Design serial_fb_writer, sky130hd; sources not shown.
==> images/metal_density.png <==
Scale bar: 20 µm. The die is cut into 17 by 21 equal tiles; dark blue is low, red is high, scaled to the fullest tile. Values are wire area over tile area, all layers added.
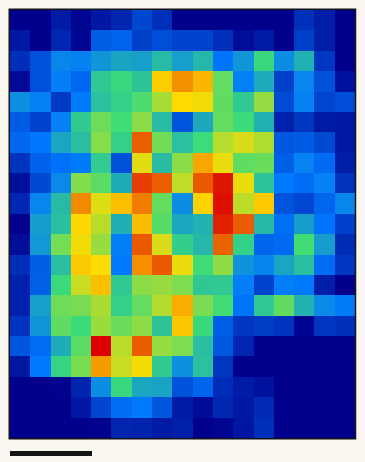
mean over tiles = 0.18
emptiest ninth of the die = bottom right
nearly empty tiles = 15%
tiles over half the peak = 26%
fullest tile = 0.55
densest ninth of the die = middle
detailed-route via count: 3,272
total track usage: 0.224
WL final: 9680 µm
drt wl/cell: 17.7 µm

==> images/congestion.png <==
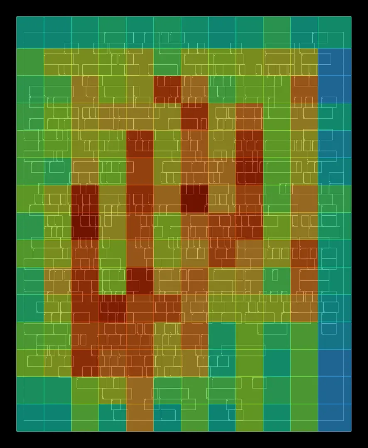
met2 usage: 0.361
met1 Track Usage GR: 0.283

==> out/results.ini <==
[clock_network]
clk_pin_slew_ns = 0.07
cts_resized = 0
ctsHtreeMaxLevel = 3
clock_latency_ns = 0.35
clk_path_buf_depth = 2
cts_buffers = 9

[power_and_ir_drop]
ir_worst_vdd_v = 0.000227
leakagePower_uw = 0.00134
seq_power_share = 0.470
combPwrFrac = 0.135
power_density_mw_per_mm2 = 429
power_switching_uw = 470
p_sw_frac = 0.276
p_int_uw = 1230
power_leader = sequential cells
sequentialPower_uw = 800
p_clk_frac = 0.395
totalPowerFinal_uw = 1700

[route]
first_pass_iters = 5
dr.max_layer_used = met4
drtIter0Drc = 190
route.detailed.drc = 0

[global_routing]
grt_overflow = 0
grt_pass1_vias = 2941
grt_max_degree = 32
antenna_found_initial = 0
grt_use_met3 = 0.0419
grt_pass1_wl_um = 15700
top_usage_layer = met2

[cells_and_area]
bufAreaShareNonClock = 0.118
finish.instance_area_mm2 = 0.00397
insertedDiodeCount = 0
comb_area_frac = 0.477
n_sequential_cell = 63
clock_tree_area_fraction = 0.0498
final_common_cell = dfxtp_1
ff_latch_area_mm2 = 0.00126
postLayoutCoreUtil = 0.503
finalNonFillerCells = 548
signal_buffers = 51
comb_cells = 316
fillers = 786
largestClassByArea = logic gates

[timing]
rsz0062_at_grt = no
max-slew-margin-rel = 0.559
post-route-period-util = 0.742
fin_setup_tns_ns = 0
tightest_slew_ns = 0.654
fin_crit_ns = 2.52
final-setup-viol-count = 0
clock_skew_ns = 0.0104
timing.hold.ws_ns = 0.483
setup_slack_ns = 0.879

[logic_synthesis]
synth_top_area_share = 0.382
top_area_cell = dfxtp_1
synthArstFlopShare = 0
yosysWarnings = 0
fp_nets = 430
xor_area_frac = 0.00796
yosys_register_bits = 63
ys_cells = 416
ys_top_cells_by_count = dfxtp_1 (63), nor2_1 (48), a21oi_1 (46)
fa_ha_area_frac = 0.0114
ys.flop_type = dfxtp_1
syn_inst = 416

[setup_path]
startpoint_type = input pin
cpMaxStageDelayCell = clkdlybuf4s50_1
reg2reg_slack_ns = 1.03
critical_path_buf_inv_count = 1
worst_r2r_path_depth = 5
crit_path_max_fanout = 6
crit_required_ns = 3.67
critPathCaptureType = flop

[placed_design]
place_ws_ns = 0.542
dpl_cell_area_mm2 = 0.00377
dp_hpwl_um = 6740
place_inst = 533

[floorplan]
dieArea_mm2 = 0.00881
coreArea_mm2 = 0.00788
taps = 95
die_w_um = 84.3
num_rows = 36
fp_util = 0.419
ios = 37

[hold_path]
min_path_type = reg -> reg

[flow_run]
warning_count = 27

[status]
status = completed

